File: src/rtl/uart_pkg.sv
// Shared UART definitions: frame geometry, FSM state encoding and baud divisor helper.
// Intended for reuse by both the transmitter and the receiver.
package uart_pkg;

  typedef enum logic [1:0] {
    StIdle,
    StStart,
    StData,
    StStop
  } uart_state_e;

  localparam int unsigned DATA_BITS  = 8;
  localparam int unsigned FRAME_BITS = 10;

  function automatic int unsigned clks_per_bit(input int unsigned clk_freq,
                                               input int unsigned baud);
    return clk_freq / baud;
  endfunction

endpackage

File: src/rtl/uart_tx_fifo.sv
// Byte FIFO in front of the transmitter; head entry is presented combinationally on dout.
// Pointers carry one extra wrap bit so full and empty can be told apart.
module uart_tx_fifo
  import uart_pkg::*;
#(
  parameter int unsigned DEPTH = 4
) (
  input  logic                 clk,
  input  logic                 reset,
  input  logic                 push,
  input  logic                 pop,
  input  logic [DATA_BITS-1:0] din,
  output logic [DATA_BITS-1:0] dout,
  output logic                 full,
  output logic                 empty
);

  localparam int unsigned AW = $clog2(DEPTH);
  localparam logic [AW:0] PtrOne = (AW + 1)'(1);

  logic [DATA_BITS-1:0] mem_q [DEPTH];
  logic [AW:0]          wr_ptr_q, rd_ptr_q;
  logic                 do_push, do_pop;

  assign full  = (wr_ptr_q[AW] != rd_ptr_q[AW]) && (wr_ptr_q[AW-1:0] == rd_ptr_q[AW-1:0]);
  assign empty = (wr_ptr_q == rd_ptr_q);
  assign dout  = mem_q[rd_ptr_q[AW-1:0]];

  // Guard locally so a careless caller cannot corrupt the pointers.
  assign do_push = push && !full;
  assign do_pop  = pop && !empty;

  always_ff @(posedge clk) begin
    if (reset) begin
      wr_ptr_q <= '0;
      rd_ptr_q <= '0;
    end else begin
      if (do_push) wr_ptr_q <= wr_ptr_q + PtrOne;
      if (do_pop)  rd_ptr_q <= rd_ptr_q + PtrOne;
    end
  end

  always_ff @(posedge clk) begin
    if (do_push) mem_q[wr_ptr_q[AW-1:0]] <= din;
  end

endmodule

File: src/rtl/uart_tx.sv
// 8N1 UART transmitter, LSB first, fed from a small byte FIFO with a valid/ready handshake.
// The serial line comes straight from a flop and idles high.
module uart_tx
  import uart_pkg::*;
#(
  parameter int unsigned CLK_FREQ   = 100_000_000,
  parameter int unsigned BAUD       = 9600,
  parameter int unsigned FIFO_DEPTH = 4
) (
  input  logic                 clk,
  input  logic                 reset,
  input  logic [DATA_BITS-1:0] tx_data,
  input  logic                 tx_valid,
  output logic                 tx_ready,
  output logic                 tx,
  output logic                 busy
);

  localparam int unsigned CPB = clks_per_bit(CLK_FREQ, BAUD);
  localparam int unsigned BW  = $clog2(CPB);
  localparam logic [BW-1:0] BaudLast = BW'(CPB - 1);
  localparam logic [BW-1:0] BaudOne  = BW'(1);
  localparam logic [2:0]    BitLast  = 3'(DATA_BITS - 1);
  localparam logic [2:0]    BitOne   = 3'd1;

  uart_state_e          state_q, state_d;
  logic [BW-1:0]        baud_q, baud_d;
  logic [2:0]           bit_q, bit_d;
  logic [DATA_BITS-1:0] shift_q, shift_d;
  logic                 tx_q, tx_d;

  logic                 fifo_full, fifo_empty, fifo_pop;
  logic [DATA_BITS-1:0] fifo_dout;
  logic                 baud_last;

  uart_tx_fifo #(
    .DEPTH(FIFO_DEPTH)
  ) u_fifo (
    .clk  (clk),
    .reset(reset),
    .push (tx_valid),
    .pop  (fifo_pop),
    .din  (tx_data),
    .dout (fifo_dout),
    .full (fifo_full),
    .empty(fifo_empty)
  );

  assign tx_ready  = !fifo_full;
  assign tx        = tx_q;
  assign busy      = (state_q != StIdle) || !fifo_empty;
  assign baud_last = (baud_q == BaudLast);

  always_comb begin
    state_d  = state_q;
    baud_d   = baud_q + BaudOne;
    bit_d    = bit_q;
    shift_d  = shift_q;
    fifo_pop = 1'b0;
    unique case (state_q)
      StIdle: begin
        baud_d = '0;
        if (!fifo_empty) begin
          fifo_pop = 1'b1;
          shift_d  = fifo_dout;
          state_d  = StStart;
        end
      end
      StStart: begin
        if (baud_last) begin
          baud_d  = '0;
          bit_d   = '0;
          state_d = StData;
        end
      end
      StData: begin
        if (baud_last) begin
          baud_d  = '0;
          shift_d = {1'b0, shift_q[DATA_BITS-1:1]};
          if (bit_q == BitLast) state_d = StStop;
          else                  bit_d   = bit_q + BitOne;
        end
      end
      StStop: begin
        if (baud_last) begin
          baud_d = '0;
          // Chain straight into the next start bit so the stop bit is exactly one bit time.
          if (!fifo_empty) begin
            fifo_pop = 1'b1;
            shift_d  = fifo_dout;
            state_d  = StStart;
          end else begin
            state_d = StIdle;
          end
        end
      end
      default: state_d = StIdle;
    endcase

    // Line level is decoded from the next state so tx can be registered without a cycle of lag.
    unique case (state_d)
      StStart: tx_d = 1'b0;
      StData:  tx_d = shift_d[0];
      default: tx_d = 1'b1;
    endcase
  end

  always_ff @(posedge clk) begin
    if (reset) begin
      state_q <= StIdle;
      baud_q  <= '0;
      bit_q   <= '0;
      shift_q <= '0;
      tx_q    <= 1'b1;
    end else begin
      state_q <= state_d;
      baud_q  <= baud_d;
      bit_q   <= bit_d;
      shift_q <= shift_d;
      tx_q    <= tx_d;
    end
  end

endmodule

File: config.mk
export PLATFORM = sky130hd
export DESIGN_NAME = uart_tx
export DESIGN_NICKNAME = d
export VERILOG_FILES = /design/src/rtl/uart_pkg.sv /design/src/rtl/uart_tx_fifo.sv /design/src/rtl/uart_tx.sv
export SDC_FILE = /design/constraint.sdc
export NUM_CORES = 1
export LEC_CHECK = 0
export ABC_AREA = 1
export CORE_MARGIN = 1
export CORE_UTILIZATION = 45
export DETAILED_ROUTE_END_ITERATION = 12
export GPL_ROUTABILITY_DRIVEN = 0
export PLACE_DENSITY_LB_ADDON = 0.3
export SLEW_MARGIN = 30
export SYNTH_ARGS = -nofsm -noshare
export SYNTH_HDL_FRONTEND = slang
export SYNTH_SLANG_ARGS = --single-unit
File: constraint.sdc
create_clock -name clk -period 4.5 [get_ports clk]
set_input_delay 0.9 -clock clk [delete_from_list [all_inputs] [get_ports clk]]
set_output_delay 0.9 -clock clk [all_outputs]
set_load 0.03 [all_outputs]
==> images/clock_wires.png <==
Bar = 20 um.
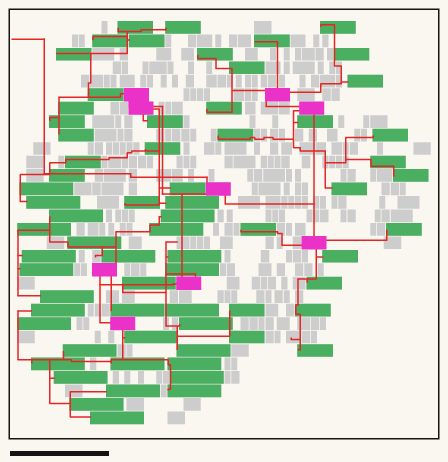
[clock wires] red | length: 827 um
[clock-net drivers] magenta | count: 9
[flip-flops] green | count: 68
flops lie	all over the die
routed clock nets	10

==> flow_summary.rst <==
Metrics
=======

.. list-table::
   :header-rows: 1

   * - Metric
     - Value
   * - Chip Height
     - 86.5 um
   * - Iteration tally of the first detailed-router pass
     - 4
   * - Post-synthesis async set-or-reset flop share
     - 0
   * - Finished Cell Area
     - 0.00359 mm2
   * - Non-Clock Inverter Count
     - 39
   * - Classification of the worst setup path
     - reg -> out
   * - Clock Skew
     - 5.90 ps
   * - Buffers outside the clock class
     - 13
   * - Kind of start point of the critical path
     - flip-flop
   * - Amount of wire on met3 after detailed routing
     - 185 um
   * - Data required time of the worst path
     - 3600 ps
   * - Area growth syn-to-layout
     - 11.8%
   * - Multi-input logic portion of the cell area
     - 0.372
   * - Library cell appearing most often on the critical path
     - nand2_1
   * - Critical path destination
     - busy
   * - Number of fill cells
     - 647
   * - Worst skew pair latency
     - 340 ps
   * - Core box area
     - 0.00683 mm2
   * - Number of placed cells counting well taps
     - 472
   * - Cell area after placement
     - 0.00342 mm2
   * - Status
     - complete, no violations
   * - Leftover overflow at the end of global routing
     - 0
   * - Type of element capturing the critical path
     - output pin
   * - Aggregate global-route resource usage
     - 0.179
   * - Area of the synthesized netlist per yosys stat
     - 0.00321 mm2
   * - Via total after detailed routing
     - 2,413
   * - Largest combinational cell category by area
     - simple AND/OR/NAND/NOR gates
   * - Number of standard-cell rows in the floorplan
     - 30
   * - First-pass GRT wire length
     - 10,500 um
   * - Count of antenna-violating nets left after detailed routing
     - 0
   * - Effective utilization at floorplan
     - 0.470
   * - Worst slew margin
     - 0.434
   * - Number of buffers added on ports
     - 13
   * - Die Wd
     - 86.5 um
   * - Max Root-Sink Buffers
     - 2
   * - Net count of the mapped netlist
     - 395
   * - Final min period
     - 3290 ps
   * - Clk sinks
     - 68
   * - Number of flip-flops and latches
     - 68
   * - CP Cell Sequence
     - inv_1 > nand2_1 > nand2_1 > nand3_1 > inv_1 > nand2_1 > clkdlybuf4s50_1
   * - Inserted tap cell count
     - 96
   * - Most common cell after layout, fill and taps aside
     - nand2_1
   * - Maximum number of pins on one net before global-route repair
     - 18
   * - Final setup violation count
     - 0
   * - Maximum vdd drop
     - 0.273 mV
   * - Share of final layout cell area taken by clock buffers and inverters
     - 0.0488
   * - RSZ-0062 raised after global routing
     - false
   * - Max-cap violation count
     - 0
   * - Post-synthesis share of cell area spent on full adders, half adders and majority gates
     - 0.0507
   * - Worst-case reg-to-reg path depth
     - 9
   * - Root cell of the clock tree
     - clkbuf_8
   * - DR DRC count
     - 0
   * - Slew Viols, Final
     - 0
   * - Flop share of the area
     - 0.468
   * - Top cells by count, synth
     - nand2_1 (79), nor2_1 (51), dfxtp_1 (36), inv_1 (34), edfxtp_1 (32)
   * - Crit Path Max Fanout
     - 11
   * - Final standard cell utilization of the core
     - 0.526
   * - Top-count cell post-synth
     - nand2_1
   * - Vias in the first global route
     - 2,254
   * - R2R setup slack
     - 2420 ps
   * - Slowest CP cell
     - clkdlybuf4s50_1
   * - Wire length reported by the detailed router
     - 6000 um
   * - Chip area
     - 0.00748 mm2
   * - Launch point of the worst path
     - u_fifo.wr_ptr_q[1]
   * - Number of nets at the end of the flow
     - 411
   * - Slowest cell delay on critical path
     - 610 ps
   * - Endpoint of the worst hold-timing path
     - baud_q[0]
   * - Most used routing layer
     - met2
   * - Commonest cells after routing, fill and taps aside
     - nand2_1 (79), nor2_1 (51), dfxtp_1 (36), inv_1 (34), edfxtp_1 (32)
   * - Hold buffer count at CTS
     - 0
   * - Resized Gates After CTS
     - 0
   * - Worst EP arrival
     - 2390 ps
   * - Met3 routing resource usage after global routing
     - 0.0467
   * - Number of inserted diodes
     - 0
==> images/floorplan.png <==
Bar = 20 um. Pins as bars on the die edge. Tap cells in grey.
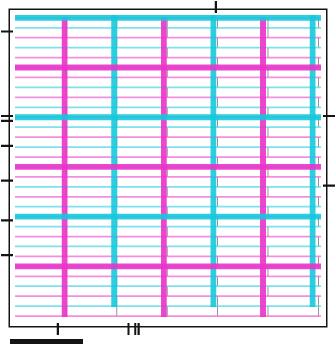
net	colour
VSS	magenta
VDD	cyan
met4 straps	6
signal pins	14
tap cells	96
rows	30
met5 straps	6

-- power breakdown --
group | internal [mW] | total (mW) | switching (mW) | leakage, nW
Clock | 0.202 | 0.448 | 0.246 | 0.0822
Combinational | 0.170 | 0.491 | 0.321 | 0.682
Sequential | 0.713 | 0.787 | 0.0740 | 0.587
Total | 1.08 | 1.73 | 0.641 | 1.35
-- metrics by stage --
stage / hold WS [ps] / worst slack, ps
after floorplan: 418 / 2560
after global placement: 429 / 1630
after detailed placement: 447 / 1550
after CTS: 465 / 1170
after global routing: 484 / 961
final: 459 / 1210
-- flip-flops by register name, indices dropped and copies added, names as in the netlist, named ones only --
signal	flops
u_fifo.wr_ptr_q	3
state_q	2
u_fifo.rd_ptr_q	3
baud_q	14
bit_q	3
u_fifo.mem_q	32
shift_q	8
tx	1
No activity file was given, so power comes from the tool's default toggle rates.
